**M2 wires**

(1.5 px per µm)
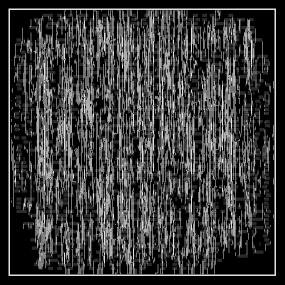
**Routing congestion map**

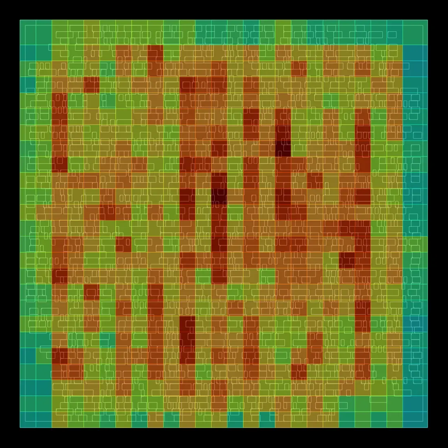
**Logic cells by family**

(3 px per µm)
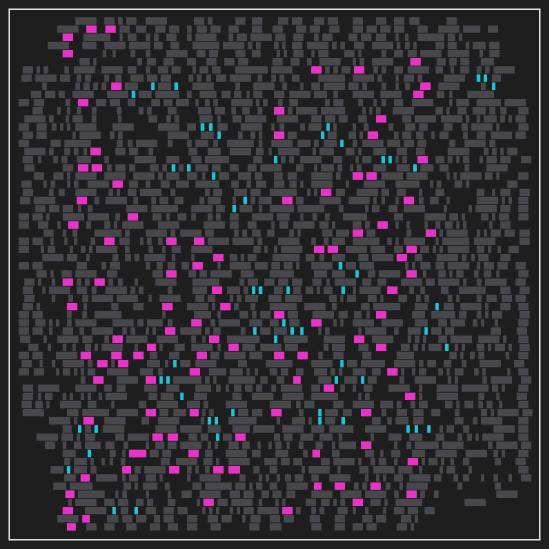
**Cell sizes after repair**

(3 px per µm)
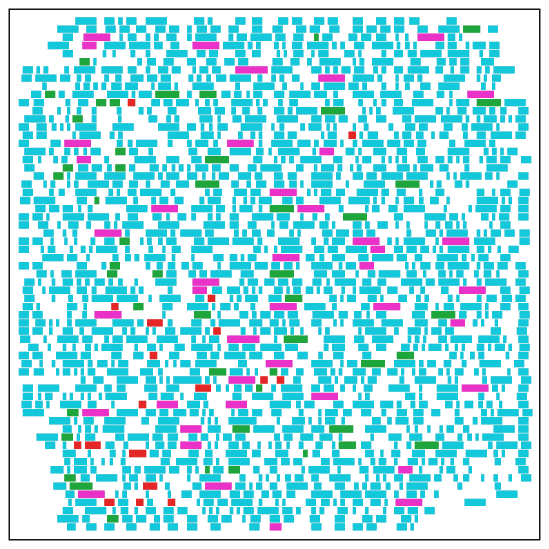
**The metal 3 layer**

(1.5 px per µm)
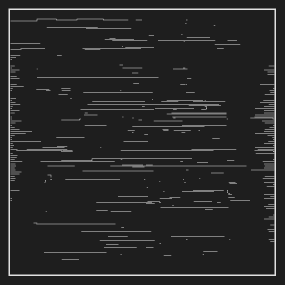
File: src/rtl/present_enc_core.sv
// present_enc_core: iterative PRESENT-80 block encryptor, one round per clock.
// Handshaked in (plaintext_i/key_i) and out (ciphertext_o); macro PRESENT_ENC_DBG_EN adds round_o.
// Ports: clk, rst_n (sync, active-low), in_valid_i/in_ready_o, plaintext_i[63:0], key_i[79:0],
//        out_valid_o/out_ready_i, ciphertext_o[63:0], busy_o, [round_o[4:0] with PRESENT_ENC_DBG_EN].
module present_enc_core #(
  parameter int NUM_ROUNDS = 31
) (
  input  logic        clk,
  input  logic        rst_n,
  input  logic        in_valid_i,
  output logic        in_ready_o,
  input  logic [63:0] plaintext_i,
  input  logic [79:0] key_i,
  output logic        out_valid_o,
  input  logic        out_ready_i,
  output logic [63:0] ciphertext_o,
  output logic        busy_o
`ifdef PRESENT_ENC_DBG_EN
  ,
  output logic [4:0]  round_o
`endif
);

  typedef enum logic [1:0] {
    IDLE,
    RUN,
    DONE
  } st_t;

  localparam logic [4:0] LAST = 5'(NUM_ROUNDS);

  function automatic logic [3:0] sbox(
    input logic [3:0] x
  );
    logic [3:0] y;
    unique case (x)
      4'h0: y = 4'hC;
      4'h1: y = 4'h5;
      4'h2: y = 4'h6;
      4'h3: y = 4'hB;
      4'h4: y = 4'h9;
      4'h5: y = 4'h0;
      4'h6: y = 4'hA;
      4'h7: y = 4'hD;
      4'h8: y = 4'h3;
      4'h9: y = 4'hE;
      4'hA: y = 4'hF;
      4'hB: y = 4'h8;
      4'hC: y = 4'h4;
      4'hD: y = 4'h7;
      4'hE: y = 4'h1;
      default: y = 4'h2;
    endcase
    return y;
  endfunction

  function automatic logic [63:0] slayer(
    input logic [63:0] x
  );
    logic [63:0] y;
    y = '0;
    for (int n = 0; n < 16; n++)
      y[4*n +: 4] = sbox(x[4*n +: 4]);
    return y;
  endfunction

  // bit i -> (16*i) mod 63, bit 63 fixed
  function automatic logic [63:0] player(
    input logic [63:0] x
  );
    logic [63:0] y;
    y = '0;
    y[63] = x[63];
    for (int i = 0; i < 63; i++)
      y[(16*i) % 63] = x[i];
    return y;
  endfunction

  function automatic logic [79:0] key_update(
    input logic [79:0] k,
    input logic [4:0]  rc
  );
    logic [79:0] r;
    r = {k[18:0], k[79:19]};
    r[79:76] = sbox(r[79:76]);
    r[19:15] = r[19:15] ^ rc;
    return r;
  endfunction

  st_t         st_q, st_d;
  logic [63:0] state_q, state_d;
  logic [79:0] key_q, key_d;
  logic [4:0]  cnt_q, cnt_d;
  logic [63:0] ct_q, ct_d;
  logic [63:0] rnd;
  logic [79:0] knext;

  assign rnd   = player(slayer(state_q ^ key_q[79:16]));
  assign knext = key_update(key_q, cnt_q);

  always_comb begin
    st_d    = st_q;
    state_d = state_q;
    key_d   = key_q;
    cnt_d   = cnt_q;
    ct_d    = ct_q;
    unique case (st_q)
      IDLE: begin
        if (in_valid_i) begin
          state_d = plaintext_i;
          key_d   = key_i;
          cnt_d   = 5'd1;
          st_d    = RUN;
        end
      end
      RUN: begin
        state_d = rnd;
        key_d   = knext;
        if (cnt_q == LAST) begin
          // final whitening with the next round key
          ct_d = rnd ^ knext[79:16];
          st_d = DONE;
        end else begin
          cnt_d = cnt_q + 5'd1;
        end
      end
      DONE: begin
        if (out_ready_i)
          st_d = IDLE;
      end
      default: st_d = IDLE;
    endcase
  end

  always_ff @(posedge clk) begin
    if (!rst_n) begin
      st_q    <= IDLE;
      state_q <= '0;
      key_q   <= '0;
      cnt_q   <= '0;
      ct_q    <= '0;
    end else begin
      st_q    <= st_d;
      state_q <= state_d;
      key_q   <= key_d;
      cnt_q   <= cnt_d;
      ct_q    <= ct_d;
    end
  end

  assign in_ready_o   = (st_q == IDLE);
  assign out_valid_o  = (st_q == DONE);
  assign busy_o       = (st_q != IDLE);
  assign ciphertext_o = ct_q;

`ifdef PRESENT_ENC_DBG_EN
  assign round_o = (st_q == IDLE) ? 5'd0 : cnt_q;
`endif

endmodule

File: config.mk
export PLATFORM = sky130hd
export DESIGN_NAME = present_enc_core
export DESIGN_NICKNAME = d
export VERILOG_FILES = /design/src/rtl/present_enc_core.sv
export SDC_FILE = /design/constraint.sdc
export NUM_CORES = 1
export LEC_CHECK = 0
export CELL_PAD_IN_SITES_DETAIL_PLACEMENT = 1
export CELL_PAD_IN_SITES_GLOBAL_PLACEMENT = 1
export CORE_MARGIN = 2
export CORE_UTILIZATION = 44
export DETAILED_ROUTE_END_ITERATION = 8
export GPL_ROUTABILITY_DRIVEN = 0
export PLACE_DENSITY_LB_ADDON = 0.1
export SLEW_MARGIN = 20
export SYNTH_ARGS = -nofsm -noshare
export SYNTH_HDL_FRONTEND = slang
export SYNTH_SLANG_ARGS = --single-unit
export TNS_END_PERCENT = 20
File: constraint.sdc
create_clock -name clk -period 4 [get_ports clk]
set_clock_uncertainty 0.2 [all_clocks]
set_input_delay 0.6 -clock clk [delete_from_list [all_inputs] [get_ports clk]]
set_output_delay 0.6 -clock clk [all_outputs]
set_load 0.02 [all_outputs]
==> flow_metrics.tcl <==
# place-and-route summary
set metrics [dict create \
    numSequentialCells 219 \
    cts.sinks 219 \
    worstRegToRegCells 6 \
    totalNegativeSetupSlack_ns 0 \
    synth_dominant_cell_count "nand2_1" \
    placement.io_buffers 214 \
    critPathTopFamily "simple AND/OR/NAND/NOR gates" \
    ys_sh_mux_pct 7.40 \
    min_delay_worst_endpoint "ciphertext_o[11]" \
    critPathLaunchType "flip-flop" \
    finalMaxSlewViolations 0 \
    ant_nets 0 \
    final_net_count 1890 \
    layout.core_utilization_pct 55.4 \
    detail_route.iter0.violations 845 \
    timing.reg2reg.setup_slack_ns 0.94 \
    timing.hold.worst.class "reg2reg" \
    yosys-dominant-comb-family "AND-OR/OR-AND gates" \
    power.leakage_nw 7.28 \
    outcome "finished clean" \
    holdBufCountCts 0 \
    irDropWorstVdd_uv 268 \
    numSynthFlops 219 \
    hold_depth 2 \
    non_clock_buffer_area_share_pct 14.1 \
    cp-endpoint "ciphertext_o[26]" \
    largest_reg_flops 80 \
    post-place-ws_ns 0.763 \
    initial_core_util_pct 44.3 \
    log.warning_count 95 \
    register_bank_with_the_most_flops "key_q" \
    mappedNetlistNets 1744 \
    vias_per_cell 5.77 \
    comb-cell-share_pct 49.2 \
    area.sequential_um2 4390 \
    yosys.area.top_type_share_pct 33.5 \
    switching_share_pct 35.5 \
    synth-adder-area-share_pct 8.33 \
    mostFrequentLayoutCells "nand2_1 (258), dfxtp_1 (218), clkdlybuf4s50_1 (213)" \
    syn_area_per_cell_um2 8.66 \
    internal_power_mw 4.88 \
    drt_pre_antenna_iters 5 \
    yosys_stat_cell_total 1509 \
    antenna_cells_inserted 0 \
    dominant_kind_of_cell "combinational gates" \
    gr-total-overflow 0 \
    wl_met1_mm 21.9 \
    remaining_drc_errors 0 \
    syn_to_layout_area_delta_pct 24.9 \
    crit_buf_inv 1 \
    dp_cells 2017 \
    critical_path.endpoint_type "flip-flop" \
    cts_tree "yes" \
    routed-via-count 11903 \
    r2r-end "ciphertext_o[26]" \
    root_buffer "clkbuf_16" \
    detailed_place_hpwl_mm 34.6 \
    grt_antenna_before_repair 0 \
    tap-cell-count 390 \
    yosysWarningCount 0 \
    wl_met2_mm 20.8 \
    timing.final.setup_violations 0 \
    synth.largest_area_cell "dfxtp_1" \
    syn-instance-count 1509 \
    grt_pass1_wl_mm 72.2 \
    grt-busiest-layer "met2" \
    timing.critical_path.cells "and2b_4 -> nand2_2 -> buf_4 -> nand2_1 -> o21ai_0 -> and2_1" \
    final.signal_inverter_count 58 \
    critPathLaunch "st_q[1]" \
    finalWorstPathRequiredPeriod_ns 3.06 \
]
## Picture notes: 'M2 wires'
The layer carries 20.8 mm of wire. The wires run mostly vertical. The longest straight run is 82.1 µm. 1,600 nets have wire on it. The layer holds 44% of the routed length.

## Picture notes: 'routing congestion map'
Routed WL per cell: 23.0 µm
met2 demand-to-capacity share in global routing: 47.4%
met1 Resource Use GR: 42.3%
overall track demand over capacity in global routing: 30.3%
GRT met3 Usage: 4.54%

## Picture notes: 'logic cells by family'
Key: magenta = AND-OR and OR-AND gates [cells 104, most used o211a_1, where widely spread]; cyan = inverters [cells 58, most used inv_1]

## Picture notes: 'cell sizes after repair'
Key: cyan = drive 1 or less [cells 1,565, share 94%]; green = drive 2 [cells 48, share 2.9%]; red = drive 3 to 4 [cells 18, share 1.1%]; magenta = drive 6 and up [cells 42, share 2.5%]

## Picture notes: 'the metal 3 layer'
The longest straight run is 90.6 µm. The wires run mostly horizontal. The layer holds 6.1% of the routed length. 213 nets have wire on it.

